$ cat src/rtl/dr_ald_divider_pipe.sv
// dr_ald_divider_pipe: 3-stage truncated Mitchell log-domain signed divider with valid/ready flow
module dr_ald_divider_pipe #(
  parameter int WIDTH      = 16,
  parameter int KEEP_WIDTH = 6,
  parameter int FRAC_BITS  = 8
) (
  input  logic                       clk,
  input  logic                       rst_n,
  input  logic                       i_valid,
  output logic                       i_ready,
  input  logic [WIDTH-1:0]           i_a,
  input  logic [WIDTH-1:0]           i_b,
  output logic                       o_valid,
  input  logic                       o_ready,
  output logic [WIDTH+FRAC_BITS:0]   o_q,
  output logic                       o_dz,
  output logic                       o_busy
);
  localparam int OUT_W = WIDTH + FRAC_BITS + 1;
  localparam int KW    = $clog2(WIDTH);
  localparam int EW    = KW + 2;
  localparam int SW    = EW + $clog2(FRAC_BITS + KEEP_WIDTH + 1) + 1;
  typedef struct packed {
    logic            v, sz, dz, za;
    logic [WIDTH-1:0] abs_a, abs_b;
    logic [KW-1:0]    ka, kb;
  } s1_t;
  typedef struct packed {
    logic                  v, sz, dz, za;
    logic [KEEP_WIDTH-1:0] d;
    logic [EW-1:0]         e;
  } s2_t;
  typedef struct packed {
    logic             v, dz;
    logic [OUT_W-1:0] q;
  } s3_t;
  s1_t s1_d, s1_q;
  s2_t s2_d, s2_q;
  s3_t s3_d, s3_q;
  logic ld1, ld2, ld3;
  logic [WIDTH-1:0] abs_a, abs_b;
  logic [KEEP_WIDTH-1:0] xa, xb;
  logic [KEEP_WIDTH:0] dd;
  logic [EW-1:0] e;
  logic [KEEP_WIDTH:0] m;
  logic [SW-1:0] sh;
  logic [OUT_W-1:0] mag, sat, qv;
  function automatic logic [KW-1:0] lod(input logic [WIDTH-1:0] v);
    lod = '0;
    for (int i = 0; i < WIDTH; i++) if (v[i]) lod = KW'(i);
  endfunction
  // a stage loads when empty or when its current contents move on this cycle
  assign ld3     = ~s3_q.v | o_ready;
  assign ld2     = ~s2_q.v | ld3;
  assign ld1     = ~s1_q.v | ld2;
  assign i_ready = ld1;
  assign o_valid = s3_q.v;
  assign o_q     = s3_q.q;
  assign o_dz    = s3_q.dz;
  assign o_busy  = s1_q.v | s2_q.v | s3_q.v;
  assign abs_a = i_a[WIDTH-1] ? -i_a : i_a;
  assign abs_b = i_b[WIDTH-1] ? -i_b : i_b;
  // normalise so the leading one sits at the MSB, then keep the KEEP_WIDTH bits below it
  assign xa = KEEP_WIDTH'((s1_q.abs_a << (KW'(WIDTH-1) - s1_q.ka)) >> (WIDTH-1-KEEP_WIDTH));
  assign xb = KEEP_WIDTH'((s1_q.abs_b << (KW'(WIDTH-1) - s1_q.kb)) >> (WIDTH-1-KEEP_WIDTH));
  assign dd = {1'b0, xa} - {1'b0, xb};
  assign e  = {2'b00, s1_q.ka} - {2'b00, s1_q.kb} - EW'(dd[KEEP_WIDTH]);
  assign m   = {1'b1, s2_q.d};
  assign sh  = {{(SW-EW){s2_q.e[EW-1]}}, s2_q.e} + SW'(FRAC_BITS) - SW'(KEEP_WIDTH);
  assign mag = sh[SW-1] ? (OUT_W'(m) >> (-sh)) : (OUT_W'(m) << sh);
  assign sat = {1'b0, {(OUT_W-1){1'b1}}};
  assign qv  = s2_q.dz ? (s2_q.za ? '0 : s2_q.sz ? -sat : sat) : s2_q.za ? '0 : s2_q.sz ? -mag : mag;
  // S1: sign, magnitudes, zero flags and leading-one positions
  always_comb begin
    s1_d   = s1_q;
    s1_d.v = ld1 ? i_valid : s1_q.v;
    if (ld1 && i_valid) begin
      s1_d.sz    = i_a[WIDTH-1] ^ i_b[WIDTH-1];
      s1_d.dz    = ~|i_b;
      s1_d.za    = ~|i_a;
      s1_d.abs_a = abs_a;
      s1_d.abs_b = abs_b;
      s1_d.ka    = lod(abs_a);
      s1_d.kb    = lod(abs_b);
    end
  end
  // S2: log-domain significand difference and exponent with borrow
  always_comb begin
    s2_d   = s2_q;
    s2_d.v = ld2 ? s1_q.v : s2_q.v;
    if (ld2 && s1_q.v) begin
      s2_d.sz = s1_q.sz;
      s2_d.dz = s1_q.dz;
      s2_d.za = s1_q.za;
      s2_d.d  = dd[KEEP_WIDTH-1:0];
      s2_d.e  = e;
    end
  end
  // S3: antilog shift, sign and special-case selection; held while stalled
  always_comb begin
    s3_d   = s3_q;
    s3_d.v = ld3 ? s2_q.v : s3_q.v;
    if (ld3 && s2_q.v) begin
      s3_d.dz = s2_q.dz;
      s3_d.q  = qv;
    end
  end
  // pipeline registers, cleared asynchronously
  always_ff @(posedge clk or negedge rst_n) begin
    if (!rst_n) begin
      s1_q <= '0;
      s2_q <= '0;
      s3_q <= '0;
    end else begin
      s1_q <= s1_d;
      s2_q <= s2_d;
      s3_q <= s3_d;
    end
  end
endmodule

$ cat config.mk
export PLATFORM = sky130hd
export DESIGN_NAME = dr_ald_divider_pipe
export DESIGN_NICKNAME = d
export VERILOG_FILES = /design/src/rtl/dr_ald_divider_pipe.sv
export SDC_FILE = /design/constraint.sdc
export NUM_CORES = 1
export LEC_CHECK = 0
export CAP_MARGIN = 25
export CORE_ASPECT_RATIO = 1.5
export CORE_MARGIN = 2
export CORE_UTILIZATION = 34
export CTS_BUF_LIST = sky130_fd_sc_hd__clkbuf_8
export DETAILED_ROUTE_END_ITERATION = 12
export GPL_TIMING_DRIVEN = 0
export PLACE_DENSITY = 0.53
export SLEW_MARGIN = 20
export SYNTH_ARGS = -nofsm -noshare
export SYNTH_HDL_FRONTEND = slang
export SYNTH_SLANG_ARGS = --single-unit
export TNS_END_PERCENT = 1
$ cat constraint.sdc
create_clock -name clk -period 10.9 [get_ports clk]
set_input_delay 1.635 -clock clk [delete_from_list [all_inputs] [get_ports clk]]
set_output_delay 1.635 -clock clk [all_outputs]
set_load 0.1 [all_outputs]
### Where the registers sit, run 1

Drawn at 2 px/µm. Other sequential cells in the stronger grey, the rest of the logic in the fainter grey.
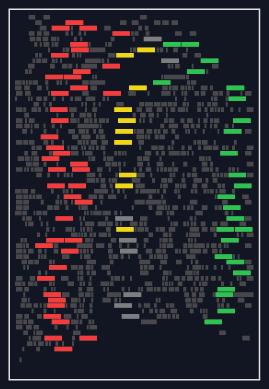
Key: s1_q = red [flops 42, where a column on the left]; s2_q = yellow [flops 10]; o_q = green [flops 25]
Another 8 sequential cells are not coloured.
sequential power: 464 µW
fin util: 0.400
Seq/total area: 0.248
FF/Latch Area: 0.00213 mm²

### Met3 routing, run 1

Drawn at 1.5 px/µm. Cells faint in the background.
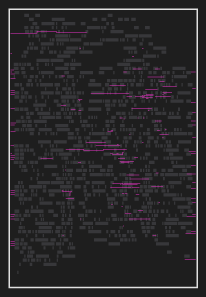
The longest straight run is 25.3 µm. The layer holds 2.7% of the routed length. 90 nets have wire on it.
DRT Wirelength: 21,700 µm
grt met3 use: 0.0206

==> out/results.txt, run 1 <==
Status = finished, final reports clean
Top Layout Cells = 128 x nand2_1, 101 x o21ai_0, 85 x dfrtp_1
Vias in the first global route = 6,949
Worst vdd rail ir drop = 0.111 mV
CTS tree = yes
Via count = 6,929
CTS Sinks = 85
Slowest stage delay, CP = 1.15 ns
Critical Path Source = o_ready
Power per cell area = 320 mW/mm²
Post-Syn Nets = 969
CP most frequent cell = clkdlybuf4s50_1
CP Max Fanout = 4
Maxcap violations = 0
Dominant flop cell = dfrtp_1
TritonCTS Buffers = 9
RSZ-0062 raised after global routing = false
Io pins = 65
Fin crit share = 0.467
RePlAce Congestion = 0.917
Fin crit period = 5.09 ns
Worst r2r src = s2_q[1]$_DFFE_PN0P_
Die Wd = 124 µm
Clk slew on worst S/H paths = 0.11 ns
First-pass GRT wire length = 35,900 µm
CP max stage cell = clkdlybuf4s50_1
GR Util met1 = 0.199
Clk latency late pin = 0.40 ns
# diodes = 0
Layout Nets = 1,041
Met2 Use GR = 0.370
Post-CTS Hold Buffers = 0
#FFs+latches synth = 85
Top cell excl fill/tap = nand2_1
Site Rows = 66
Post-route ant nets = 0
First DRT Iteration DRCs = 279
Final hold vios = 0
Pre-CTS worst setup slack = 5.80 ns
Synth Seq Share = 0.288
Crit path cell chain = clkdlybuf4s50_1 -> nor2b_1 -> nand3_1 -> clkdlybuf4s50_1
Setup bufs post-CTS = 0
### Cell sizes after repair, run 1

Drawn at 2 px/µm.
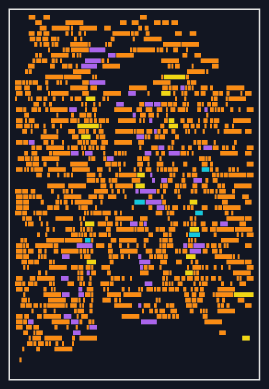
Key: drive 3 to 4 = cyan [cells 5, most used nor2_4]; drive 6 and up = yellow [cells 17, most used clkbuf_8]; drive 2 = purple [cells 56, most used mux2_2]; drive 1 or less = orange [cells 913, most used nand2_1]
Layout area overhead: 16.2%
bufs w/o clock: 124
final worst slack: 5.81 ns
cell area after layout: 0.00858 mm²

[run 1: synth_stat cells, drive strengths merged, types with 14 or more instances]
cell type  count  area (µm²)
o31ai         15         118
nand3         22         110
xnor2         29         254
clkbuf        46         173
nor3          14        81.3
o21ai        105         529
buf           17        83.8
a21oi         47         235
nor2          64         255
ha            17         213
nand2        128         480
mux2i         38         380
inv           25        93.8
a31oi         18         113
xor2          26         235
mux2          20         229
dfrtp         85        2130
[run 1: layout make-up]
type / instances / area [µm²]
repair buffers: 61 / 629
flip-flops and latches: 85 / 2130
well taps: 272 / 340
inverters: 27 / 101
multi-input cells: 739 / 4900
clock buffers: 9 / 124
plain buffers: 63 / 256
fillers: 2316 / 12900
clock inverters: 7 / 105
[run 1: cell families after synthesis]
family	after synthesis	synth area share
adder cells (fa/ha/maj)	19	0.0342
buffers and inverters	90	0.0485
multiplexers	66	0.107
XOR/XNOR	55	0.0663
AND-OR/OR-AND	293	0.256
AND/OR/NAND/NOR	306	0.200
flip-flops	85	0.288
[run 1: metrics by stage]
stage | cell area, µm² | cells | util | total power, mW | hold slack [ns]
3_3_place_gp | 8320 | 1246 | 0.388 | 2.46 | 0.459
6_report | 8580 | 1263 | 0.400 | 2.74 | 0.488
2_1_floorplan | 7380 | 914 | - | 2.00 | 0.445
3_5_place_dp | 8350 | 1247 | 0.389 | 2.47 | 0.469
4_1_cts | 8580 | 1263 | 0.400 | 2.75 | 0.494
5_1_grt | 8580 | 1263 | 0.400 | 2.94 | 0.520
[run 1: per-layer routing]
layer,wire (µm),vias up
met4,1160,0
met5,0,-
li1,-,3488
met1,8070,3218
met3,588,63
met2,11900,160
[run 1: state kept, by name, summed over array words and instances (netlist names)]
name,count
o_valid,1
o_q,25
m,6
s1_q,42
s2_q,10
o_dz,1
[run 1: report_power, final]
part	internal [mW]	switching, mW	total, mW
Clock	0.133	0.137	0.270
Combinational	0.691	1.32	2.01
Sequential	0.407	0.0562	0.464
[run 1: final timing paths]
path,end,slack (ns),cells after the start
worst max-delay path,i_ready,5.81,4
max in group asynchronous,s2_q[3]$_DFFE_PN0P_,9.21,2
min in group asynchronous,o_q[7]$_DFFE_PN0P_,1.10,1
worst min-delay path,s1_q[41]$_DFFE_PN0P_,0.49,2
worst max register to register,o_q[20]$_DFFE_PN0P_,6.35,15
worst min register to register,s1_q[41]$_DFFE_PN0P_,0.49,2
[run 1: critical path, delay by kind of cell]
family / cells / cell delay [ns]
simple gates: 2 / 0.20
buf+inv: 2 / 1.62
==> inputs of run 2 (changes only) <==
Settings changed: PLACE_DENSITY 0.53 to 0.55.
Clock period 10.9 ns to 4.4 ns, I/O delays scaled along.
### Cells coloured by class, run 2

Drawn at 2 px/µm.
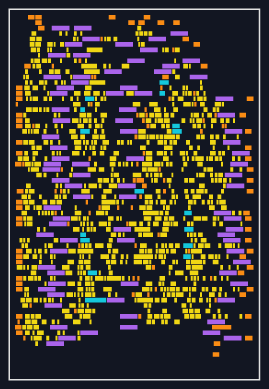
Key: flops = purple [cells 85, share of their area 26%]; other buffers and delay cells = orange [cells 124, share of their area 11%]; all other logic = yellow [cells 766, share of their area 61%]; clock drivers and dummy loads = cyan [cells 16, share of their area 2.6%]
cell area after layout: 0.00862 mm²
Core ar.: 0.0215 mm²
Site Rows: 66
fin util: 0.401

### Cell sizes after repair, run 2

Drawn at 2 px/µm.
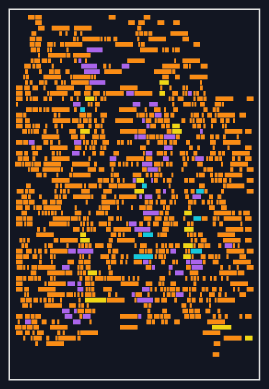
Key: drive 1 or less = orange [cells 903, most used nand2_1]; drive 2 = purple [cells 63, most used mux2_2]; drive 6 and up = yellow [cells 18, most used clkbuf_8]; drive 3 to 4 = cyan [cells 7, most used nor2_4]
final worst slack: 0.282 ns
Layout area overhead: 16.7%

### Met3 routing, run 2

Drawn at 1.5 px/µm. Cells faint in the background.
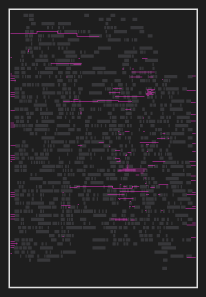
via count: 6,929
DRT Wirelength: 21,500 µm
grt met3 use: 0.0215

==> out/results.txt, run 2 <==
Synth area leaders = dfrtp_1 29%, o21ai_0 6.8%, nand2_1 6.5%
Vias in the first global route = 7,018 (+0.99%)
Slowest stage delay, CP = 0.54 ns (-0.61 ns)
Die Wd = 124 µm (unchanged)
Worst r2r src = s2_q[1]$_DFFE_PN0P_
Fin crit share = 0.936
TritonCTS Buffers = 9 (unchanged)
Largest register FFs = 42 (unchanged)
Clk latency late pin = 0.40 ns (about the same)
Top cell excl fill/tap = nand2_1
CP bufs+invs = 2 (unchanged)
Critical Path Source = s2_q[1]$_DFFE_PN0P_
Placed instance area = 0.00835 mm² (unchanged)
First DRT Iteration DRCs = 287 (+2.9%)
Cell taking the most area after synthesis = dfrtp_1
Post-CTS Hold Buffers = 0 (unchanged)
Fin cells = 1,263 (unchanged)
Final hold slack = 0.117 ns (-0.371 ns)
Top Layout Cells = 128 x nand2_1, 101 x o21ai_0, 85 x dfrtp_1
Power per cell area = 789 mW/mm² (+150%)
Post-Syn Nets = 969 (unchanged)
Cell with the most instances after synthesis = nand2_1
Area share, top type = 0.288 (unchanged)
RePlAce Congestion = 0.914 (-0.27%)
# H-tree levels = 3
Layout Nets = 1,041 (unchanged)
CP max stage cell = a21oi_1
Power, Total = 6.80 mW (+150%)
Io pins = 65 (unchanged)
Synth Seq Share = 0.288 (unchanged)
Most frequent cells after synthesis = 128 x nand2_1, 101 x o21ai_0, 85 x dfrtp_1
CP Max Fanout = 10 (+6)
Crit path cell chain = ha_1 -> clkbuf_1 -> nand2_1 -> a21oi_1 -> nor2_2 -> clkbuf_1 -> nor2_1 -> a31oi_1 -> ha_1 -> nor3b_1 -> a41oi_2 -> nor2_4 -> nand4_1 -> mux2_1 -> o221ai_1
Delay-heaviest family, CP = AND-OR/OR-AND gates
Clk slew on worst S/H paths = 0.11 ns (about the same)
Status = finished, final reports clean
Pre-CTS worst setup slack = 0.0151 ns (-5.78 ns)
Req. time, crit path = 4.70 ns
RSZ-0062 raised after global routing = false
Dominant flop cell = dfrtp_1
Biggest register = s1_q
Worst vdd rail ir drop = 0.261 mV (+140%)
Dpl cells = 1,247 (unchanged)
CTS Sinks = 85 (unchanged)
==> run 2: netlist changes by cell type in the layout (fill, tap and decap cells not counted), sizes merged <==
cell      before  now
clkinvlp       0    1
clkinv         4    2
buf           19   18
inv           28   30
clkbuf        55   56
bufinv         2    1
==> run 2: layout make-up <==
class | count | area (µm²)
fill | 2318 | 12900
multi-input combinational | 739 | 4940
sequential | 85 | 2130
timing repair buffer | 62 | 637
tap | 272 | 340
buffer | 62 | 255
clock buffer | 9 | 124
inverter | 27 | 101
clock inverter | 7 | 88.8
==> run 2: final timing paths <==
check / end / slack, ns / depth (start not counted)
max in group asynchronous: s2_q[12]$_DFFE_PN0P_ / 3.70 / 2
setup / recovery: o_q[22]$_DFFE_PN0P_ / 0.28 / 15
setup reg to reg: o_q[22]$_DFFE_PN0P_ / 0.28 / 15
hold / removal: o_q[5]$_DFFE_PN0P_ / 0.12 / 1
min in group clk: s1_q[40]$_DFFE_PN0P_ / 0.49 / 2
hold reg to reg: s1_q[40]$_DFFE_PN0P_ / 0.49 / 2
==> run 2: power by group <==
part           switching [mW]  total [mW]  internal, mW  leakage (nW)
Sequential              0.143        1.15          1.01          1.02
Clock                   0.358       0.637         0.279         0.106
Combinational            3.27        5.01          1.74          2.32
==> run 2: cells by family after synthesis <==
logic type               count (synthesis)  synth area share
multiplexers                            66             0.107
adder cells (fa/ha/maj)                 19            0.0342
AND/OR/NAND/NOR                        306             0.200
XOR/XNOR                                55            0.0663
AND-OR/OR-AND                          293             0.256
buffers and inverters                   90            0.0485
flip-flops                              85             0.288
==> run 2: what timing repair did <==
action | 4_1_cts | 5_1_grt
setup endpoints to repair | 2 | 14
pin swaps | 0 | 1
gates resized | 1 | 9
setup buffers | 0 | 1
==> run 2: routing by layer <==
metal / wire (µm) / global-route usage / part of all wire / vias to the layer above
li1: - / - / - / 3488
met4: 1090 / 0.102 / 0.051 / 0
met3: 616 / 0.0215 / 0.029 / 55
met5: 0 / 0 / 0 / -
met1: 8090 / 0.200 / 0.38 / 3215
met2: 11700 / 0.377 / 0.54 / 171
==> run 2: worst reg2reg max path, cell delays in order, from the launching register on <==
cell	delay, ns
dfrtp_1	0.45
ha_1	0.22
clkbuf_1	0.32
nand2_1	0.21
a21oi_1	0.54
nor2_2	0.17
clkbuf_1	0.25
nor2_1	0.16
a31oi_1	0.08
ha_1	0.30
nor3b_1	0.17
a41oi_2	0.36
nor2_4	0.12
nand4_1	0.15
mux2_1	0.34
o221ai_1	0.19
==> inputs of run 3 (changes only) <==
Settings changed: CORE_MARGIN 2 to 4.
### Met3 routing, run 3

Drawn at 1.5 px/µm. Cells faint in the background.
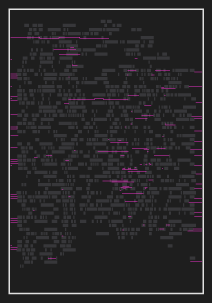
DRT Wirelength: 21,400 µm
grt met3 use: 0.0179

### Cells coloured by class, run 3

Drawn at 2 px/µm.
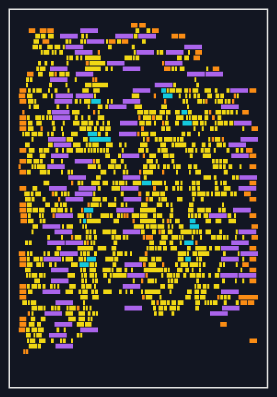
Key: other buffers and delay cells = orange [cells 123, share of their area 11%]; all other logic = yellow [cells 766, share of their area 61%]; flops = purple [cells 85, share of their area 26%]; clock drivers and dummy loads = cyan [cells 16, share of their area 2.5%]
Seq/total area: 0.248
Core ar.: 0.0212 mm²
Site Rows: 65

### Cell placement, run 3

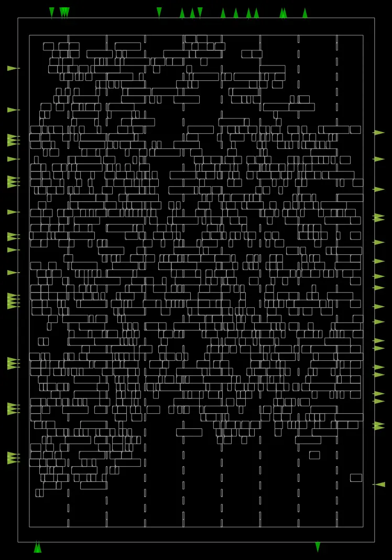
Flops: 85
Fillers: 2,221
fin cells: 1,258
fin util: 0.405

==> out/results.txt, run 3 <==
Fin crit share = 0.937 (+0.00146)
Req. time, crit path = 4.71 ns (about the same)
Dpl cells = 1,243 (-0.32%)
XOR Share, Synth = 0.0663 (unchanged)
RePlAce Congestion = 0.922 (+0.89%)
Vias in the first global route = 6,881 (-2.0%)
Fin crit period = 4.12 ns
Via count = 6,904 (-0.36%)
Complex Gates by Area = 0.256 (unchanged)
Pre-CTS worst setup slack = 0.0210 ns (+0.00594 ns)
Area share, top type = 0.288 (unchanged)
Dominant comb cell = AND-OR/OR-AND gates
Top Layout Cells = 128 x nand2_1, 101 x o21ai_0, 85 x dfrtp_1
Power per cell area = 788 mW/mm² (-0.13%)
Clk latency late pin = 0.39 ns (about the same)
Placed instance area = 0.00835 mm² (about the same)
# H-tree levels = 3 (unchanged)
Status = finished, final reports clean
CP max stage cell = dfrtp_1
Mux share = 0.107 (unchanged)
Cell taking the most area after synthesis = dfrtp_1
Biggest register = s1_q
TritonCTS Buffers = 9 (unchanged)
Die Wd = 128 µm (+3.2%)
Delay-heaviest family, CP = simple AND/OR/NAND/NOR gates
Final worst slack = 0.275 ns (-0.00641 ns)
Crit path cell chain = ha_1 -> buf_2 -> buf_2 -> nor2b_1 -> a21boi_0 -> a2bb2oi_2 -> nand2_1 -> a22oi_2 -> ha_1 -> nor3b_1 -> a41oi_2 -> nor2_4 -> nand3_1 -> or4_1 -> a31oi_1
CP bufs+invs = 2 (unchanged)
Largest net degree at the start of global routing = 67
Final hold slack = 0.104 ns (-0.0132 ns)
CTS Sinks = 85 (unchanged)
Post-CTS Hold Buffers = 0 (unchanged)
Setup bufs post-CTS = 0 (unchanged)
First DRT Iteration DRCs = 305 (+6.3%)
Simple share = 0.200 (unchanged)
CP Max Fanout = 10 (unchanged)
Worst vdd rail ir drop = 0.304 mV (+17%)
Dominant flop cell = dfrtp_1
Top cell excl fill/tap = nand2_1
Power, Total = 6.77 mW (-0.40%)
Largest register FFs = 42 (unchanged)
Post-Syn Nets = 969 (unchanged)
Post_cts resized = 0 (-1)
Slowest stage delay, CP = 0.45 ns (-0.09 ns)
[run 3: cell types whose count changed in the layout (fill, tap and decap cells not counted)]
| cell | before | now |
|---|---|---|
| inv_8 | 3 | 0 |
| buf_4 | 1 | 0 |
| clkbuf_8 | 9 | 10 |
| clkinv_2 | 0 | 1 |
| clkinv_4 | 0 | 1 |
| nor2_1 | 61 | 62 |
| nor2_2 | 1 | 0 |
| nor2b_1 | 9 | 10 |
| nor2b_2 | 1 | 0 |
[run 3: logic make-up after synthesis]
logic type | Yosys count
fa+ha+maj | 19
xor+xnor | 55
flops | 85
mux | 66
simple gates | 306
buf+inv | 90
compound gates | 293
[run 3: metal layers]
metal / vias up / part of all wire / track usage
li1: 3482 / - / -
met1: 3227 / 0.38 / 0.179
met2: 143 / 0.55 / 0.348
met3: 52 / 0.029 / 0.0179
met4: 0 / 0.045 / 0.0870
met5: - / 0 / 0
[run 3: where the power goes]
part / internal (mW) / switching [mW] / leakage, nW
Combinational: 1.73 / 3.26 / 2.31
Clock: 0.283 / 0.339 / 0.103
Sequential: 1.01 / 0.144 / 1.02
Total: 3.02 / 3.75 / 3.44
[run 3: final cells by class]
cell class,count,area (µm²)
inverters,27,101
flip-flops and latches,85,2130
clock inverters,6,68.8
fillers,2221,12600
well taps,268,335
repair buffers,61,629
plain buffers,62,255
multi-input cells,739,4940
clock buffers,10,138
[run 3: path summary, 6_finish.rpt]
check / startpoint / end / cells after the start
max in group asynchronous: rst_n / s1_q[29]$_DFFE_PN0P_ / 2
worst max-delay path: s2_q[1]$_DFFE_PN0P_ / o_q[20]$_DFFE_PN0P_ / 15
worst min register to register: o_q[24]$_DFFE_PN0P_ / o_q[24]$_DFFE_PN0P_ / 2
min in group clk: o_q[24]$_DFFE_PN0P_ / o_q[24]$_DFFE_PN0P_ / 2
worst min-delay path: rst_n / o_q[2]$_DFFE_PN0P_ / 1
worst max register to register: s2_q[1]$_DFFE_PN0P_ / o_q[20]$_DFFE_PN0P_ / 15
[run 3: worst reg2reg max path: stages (launching register included)]
cell,delay [ns]
dfrtp_1,0.45
ha_1,0.31
buf_2,0.19
buf_2,0.20
nor2b_1,0.32
a21boi_0,0.18
a2bb2oi_2,0.36
nand2_1,0.12
a22oi_2,0.28
ha_1,0.31
nor3b_1,0.26
a41oi_2,0.12
nor2_4,0.26
nand3_1,0.12
or4_1,0.42
a31oi_1,0.17
Power is estimated from default activity; no workload was simulated.
